File: src/rtl/io_pkg.sv
// Shared I/O widths and defaults for the switch input path into the LSU.
// The LSU and the debouncer both size their switch buses from here.
package io_pkg;

    localparam int SW_WIDTH       = 18;
    localparam int IO_WORD_W      = 32;
    localparam int DEB_CYCLES_DEF = 500000;

endpackage

File: src/rtl/sw_debounce_bit.sv
// Single switch bit: 2-flop synchronizer followed by a stability counter FSM.
// o_accept is high in the cycle before o_stable toggles.
//
//   state       | meaning
//   ------------+--------------------------------------------------------
//   DB_STABLE   | sync2 matches the accepted level, cnt held at 0
//   DB_COUNTING | sync2 differs from the accepted level, cnt = run length
module sw_debounce_bit
    import io_pkg::*;
#(
    parameter int DEB_CYCLES = DEB_CYCLES_DEF
) (
    input  logic i_clk,
    input  logic i_reset_n,
    input  logic i_raw,
    output logic o_stable,
    output logic o_accept
);

    localparam int                 CNT_W    = $clog2(DEB_CYCLES + 1);
    localparam logic [CNT_W-1:0]   CNT_LAST = CNT_W'(DEB_CYCLES - 1);

    typedef enum logic {
        DB_STABLE   = 1'b0,
        DB_COUNTING = 1'b1
    } db_state_e;

    db_state_e        state, state_nxt;
    logic [CNT_W-1:0] cnt, cnt_nxt;
    logic             sync1, sync2;
    logic             stable, stable_nxt;

    always_ff @(posedge i_clk or negedge i_reset_n) begin
        if (!i_reset_n) begin
            sync1  <= 1'b0;
            sync2  <= 1'b0;
            stable <= 1'b0;
            cnt    <= '0;
            state  <= DB_STABLE;
        end else begin
            sync1  <= i_raw;
            sync2  <= sync1;
            stable <= stable_nxt;
            cnt    <= cnt_nxt;
            state  <= state_nxt;
        end
    end

    always_comb begin
        state_nxt  = state;
        cnt_nxt    = cnt;
        stable_nxt = stable;
        o_accept   = 1'b0;
        case (state)
            DB_STABLE: begin
                cnt_nxt = '0;
                if (sync2 != stable) begin
                    // A one-cycle window means the first mismatch is already enough.
                    if (DEB_CYCLES == 1) begin
                        stable_nxt = sync2;
                        o_accept   = 1'b1;
                    end else begin
                        state_nxt = DB_COUNTING;
                        cnt_nxt   = CNT_W'(1);
                    end
                end
            end
            DB_COUNTING: begin
                if (sync2 == stable) begin
                    state_nxt = DB_STABLE;
                    cnt_nxt   = '0;
                end else if (cnt == CNT_LAST) begin
                    stable_nxt = sync2;
                    o_accept   = 1'b1;
                    state_nxt  = DB_STABLE;
                    cnt_nxt    = '0;
                end else begin
                    cnt_nxt = cnt + CNT_W'(1);
                end
            end
            default: begin
                state_nxt = DB_STABLE;
                cnt_nxt   = '0;
            end
        endcase
    end

    assign o_stable = stable;

endmodule

File: src/rtl/sw_debounce.sv
// Debounced slide-switch word for the LSU: one debounce lane per switch,
// zero-extended to the I/O word, plus a registered any-bit-changed pulse.
module sw_debounce
    import io_pkg::*;
#(
    parameter int N_SW       = SW_WIDTH,
    parameter int DEB_CYCLES = DEB_CYCLES_DEF
) (
    input  logic                 i_clk,
    input  logic                 i_reset_n,
    input  logic [N_SW-1:0]      i_sw_raw,
    output logic [IO_WORD_W-1:0] o_io_sw,
    output logic                 o_sw_chg
);

    logic [N_SW-1:0] stable;
    logic [N_SW-1:0] accept;

    for (genvar g = 0; g < N_SW; g++) begin : g_bit
        sw_debounce_bit #(
            .DEB_CYCLES (DEB_CYCLES)
        ) u_bit (
            .i_clk     (i_clk),
            .i_reset_n (i_reset_n),
            .i_raw     (i_sw_raw[g]),
            .o_stable  (stable[g]),
            .o_accept  (accept[g])
        );
    end

    always_comb begin
        o_io_sw            = '0;
        o_io_sw[N_SW-1:0]  = stable;
    end

    // Registered on the same edge that updates stable, so the pulse lines up with the new word.
    always_ff @(posedge i_clk or negedge i_reset_n) begin
        if (!i_reset_n) begin
            o_sw_chg <= 1'b0;
        end else begin
            o_sw_chg <= |accept;
        end
    end

endmodule
File: config.mk
export PLATFORM = sky130hd
export DESIGN_NAME = sw_debounce
export DESIGN_NICKNAME = d
export VERILOG_FILES = /design/src/rtl/io_pkg.sv /design/src/rtl/sw_debounce_bit.sv /design/src/rtl/sw_debounce.sv
export SDC_FILE = /design/constraint.sdc
export NUM_CORES = 1
export LEC_CHECK = 0
export CORE_ASPECT_RATIO = 1.25
export CORE_MARGIN = 1.5
export CORE_UTILIZATION = 60
export CTS_CLUSTER_SIZE = 40
export DETAILED_ROUTE_END_ITERATION = 8
export PLACE_DENSITY = 0.9
export SLEW_MARGIN = 25
export SYNTH_ARGS = -nofsm -noshare
export SYNTH_HDL_FRONTEND = slang
export SYNTH_SLANG_ARGS = --single-unit
File: constraint.sdc
create_clock -name i_clk -period 2.4 [get_ports i_clk]
set_input_delay 0.48 -clock i_clk [delete_from_list [all_inputs] [get_ports i_clk]]
set_output_delay 0.48 -clock i_clk [all_outputs]
set_load 0.05 [all_outputs]
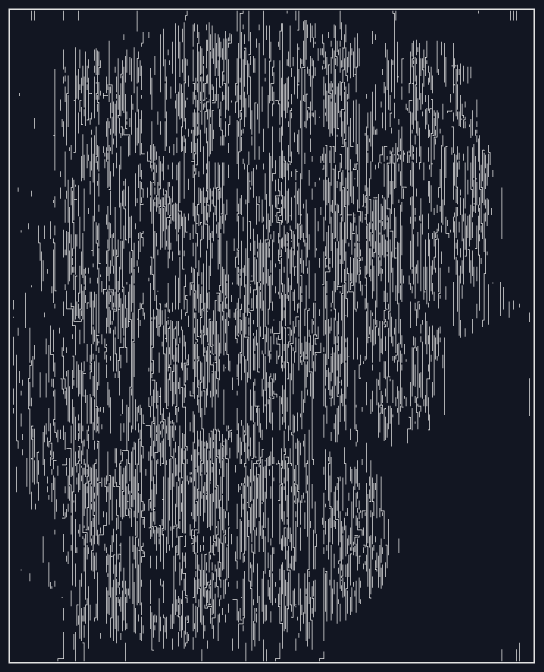
Run 1: M2 wires
longest straight run: 47.3 µm
main direction: vertical
nets with wire on the layer: 1789
M2 GR Usage: 42.5%
Total Routed Length: 37500 µm
via count: 13700

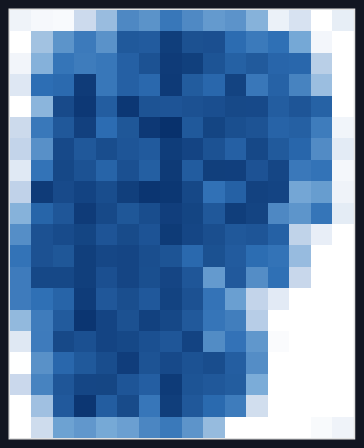
Run 1: local utilization
The die is cut into 16 by 20 equal tiles; white is low, dark blue is high, 0 to 100% covered.
fullest tile: 100%
mean over tiles: 63%
emptiest ninth of the die: lower right
nearly empty tiles: 13%
tiles over 75% full: 54%
core area: 31800 µm²
fp_density: 61.0%
fin util: 67.6%

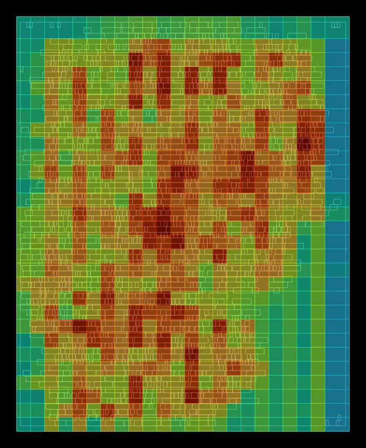
Run 1: track usage over the die
GR Layer Usage met1: 28.3%
per-cell routed wire length: 15.5 µm
GRT Overall Usage: 23.5%
most utilized layer in the global route result: met2
GRT met3 Usage: 3.63%

==> impl_metrics.toml, run 1 <==
# physical design summary
[clock_network]
clk_latency_ns = 0.54
cts-buffers-inserted = 41
tritoncts = "built"
htree_levels = 2
clk_pin_slew_ns = 0.06
root_buffer = "clkbuf_16"

[final_timing]
slew_viol_final = 0
holdWs_ns = 0.334
setup-tns-final_ns = 0
slew_headroom_pct = 45.7
worst_slack_ns = 0.0761
fmax_ghz = 0.430

[detailed_routing]
dr.max_layer_used = "met4"
wl_met3_um = 1300
met1_length_um = 15200
drt-initial-drc-count = 875
route.detailed.drc = 0
drt-pass1-iter-count = 7
vias_per_cell = 5.66

[critical_path]
r2r-end = "o_sw_chg"
critPathLaunchType = "flop"
crit_required_ns = 1.92
r2r_start = "g_bit[7].u_bit.cnt[0]"
crit_type = "reg -> out"
reg2reg_depth = 8
rrSetupSlack_ns = 0.15
slowest_delay_ns = 0.87
critical_path_buf_inv_count = 1
crit_cells = 1
cp_max_fo = 4
critPathCaptureType = "primary output"

[power]
power_leakage_nw = 8.91
p_int_mw = 11.2
p_switching_mw = 3.09
p_total_mw = 14.3
p_seq_share_pct = 50.2
top_power_group = "registers"

[layout]
layout_top_cells = "415 x dfrtp_1, 398 x nor2_1, 174 x xor2_1"
antenna_cells = 0
logic_gates = 1424
comb-cell-share_pct = 39.2
drive_gt1_share_pct = 6.76
fin_cells = 2423
largest_reg_flops = 342
inv_count = 42
clkbuf_count = 53
area_growth_pct = 10.8
fin_area_um2 = 21500

[place]
port_buffers = 38
place_area_um2 = 20100
dp.cells = 2353
gp_congestion = 0.842

[yosys]
ys_cells = 1939
synth-xor-area-share_pct = 13.7
mux_area_share_pct = 1.05
top_area_cell = "dfrtp_1"
logic_family = "simple AND/OR/NAND/NOR gates"
synth_top_cell_by_count = "dfrtp_1"

[global_routing]
grt-ovfl-total = 0
grt_pass1_wl_um = 65300
grt_max_degree = 68
grt_pass1_vias = 14400

[hold_path]
hp-start = "g_bit[0].u_bit.sync1"
holdPathStages = 0
hold_path_end = "g_bit[0].u_bit.sync2"

[floorplan]
io_pins = 53
die_h_um = 204
rows = 73

[run_status]
status = "completed"
Run 1, gate families picked out:
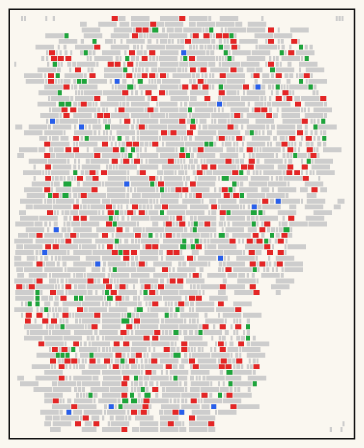

==> run 2, diff against run 1 <==
CORE_MARGIN = 5   (was 1.5)
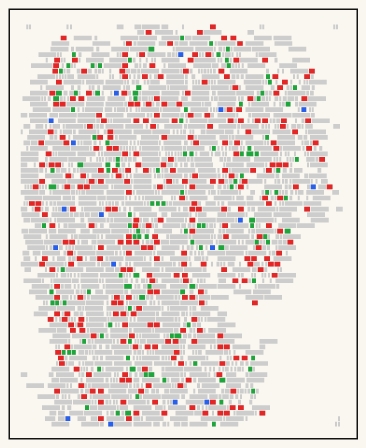
Run 2: gate families picked out
| family | colour | cells | most used |
|---|---|---|---|
| AND and OR gates | green | 121 | and3_1 |
| AND-OR and OR-AND gates | blue | 17 | o21a_1 |
| XOR/XNOR gates | red | 303 | xor2_1 |
most numerous logic cell after layout: dfrtp_1
Non-Filler Instances: 2422
Comb area share: 39.3%

==> run 2 against run 1 <==
Effect of this change:
- global-route usage is 1.5 points lower
- clock-buffer cell count grew 5
- hold slack better by 0.015 ns
- synthesized cell count stayed put
- combinational power is 0.8% lower
- sequential share of layout area is 0.12 points higher
- wire length increased by 2.5%
- sequential power about the same
- largest cell class unchanged
==> impl_metrics.toml, run 2 <==
# physical design summary
[power]
p_seq_share_pct = 50.7
p_switching_mw = 3.11
p_total_mw = 14.1
p_int_mw = 11.0
power_leakage_nw = 8.88
top_power_group = "registers"

[critical_path]
critical_path_buf_inv_count = 1
crit_required_ns = 1.92
r2r_start = "g_bit[7].u_bit.cnt[0]"
rrSetupSlack_ns = 0.11
cp_max_fo = 4
crit_type = "reg -> out"
reg2reg_depth = 7

[run_status]
status = "completed"

[global_routing]
use_met1_pct = 26.9
grt-ovfl-total = 0
use_met3_pct = 3.41
grt_usage_pct = 22.0
grt_pass1_wl_um = 67300
grt_most_used_layer = "met2"
grt_max_degree = 94

[clock_network]
htree_levels = 2
cts-buffers-inserted = 40
clk_latency_ns = 0.56

[floorplan]
die_h_um = 211
core_area_um2 = 31900

[layout]
layout_top_cells = "415 x dfrtp_1, 398 x nor2_1, 174 x xor2_1"
fin_util_pct = 67.2
drive_gt1_share_pct = 6.42
fin_area_um2 = 21400
area_growth_pct = 10.5

[hold_path]
holdPathStages = 0

[detailed_routing]
drt-pass1-iter-count = 5
wl_met3_um = 1430
vias = 13800
met1_length_um = 15300

[place]
dp.cells = 2350
gp_congestion = 0.823
port_buffers = 38

[final_timing]
slew_viol_final = 0
fmax_ghz = 0.428

[yosys]
mux_area_share_pct = 1.05
top_area_cell = "dfrtp_1"
synth-xor-area-share_pct = 13.7
Power and IR drop assume default switching activity.
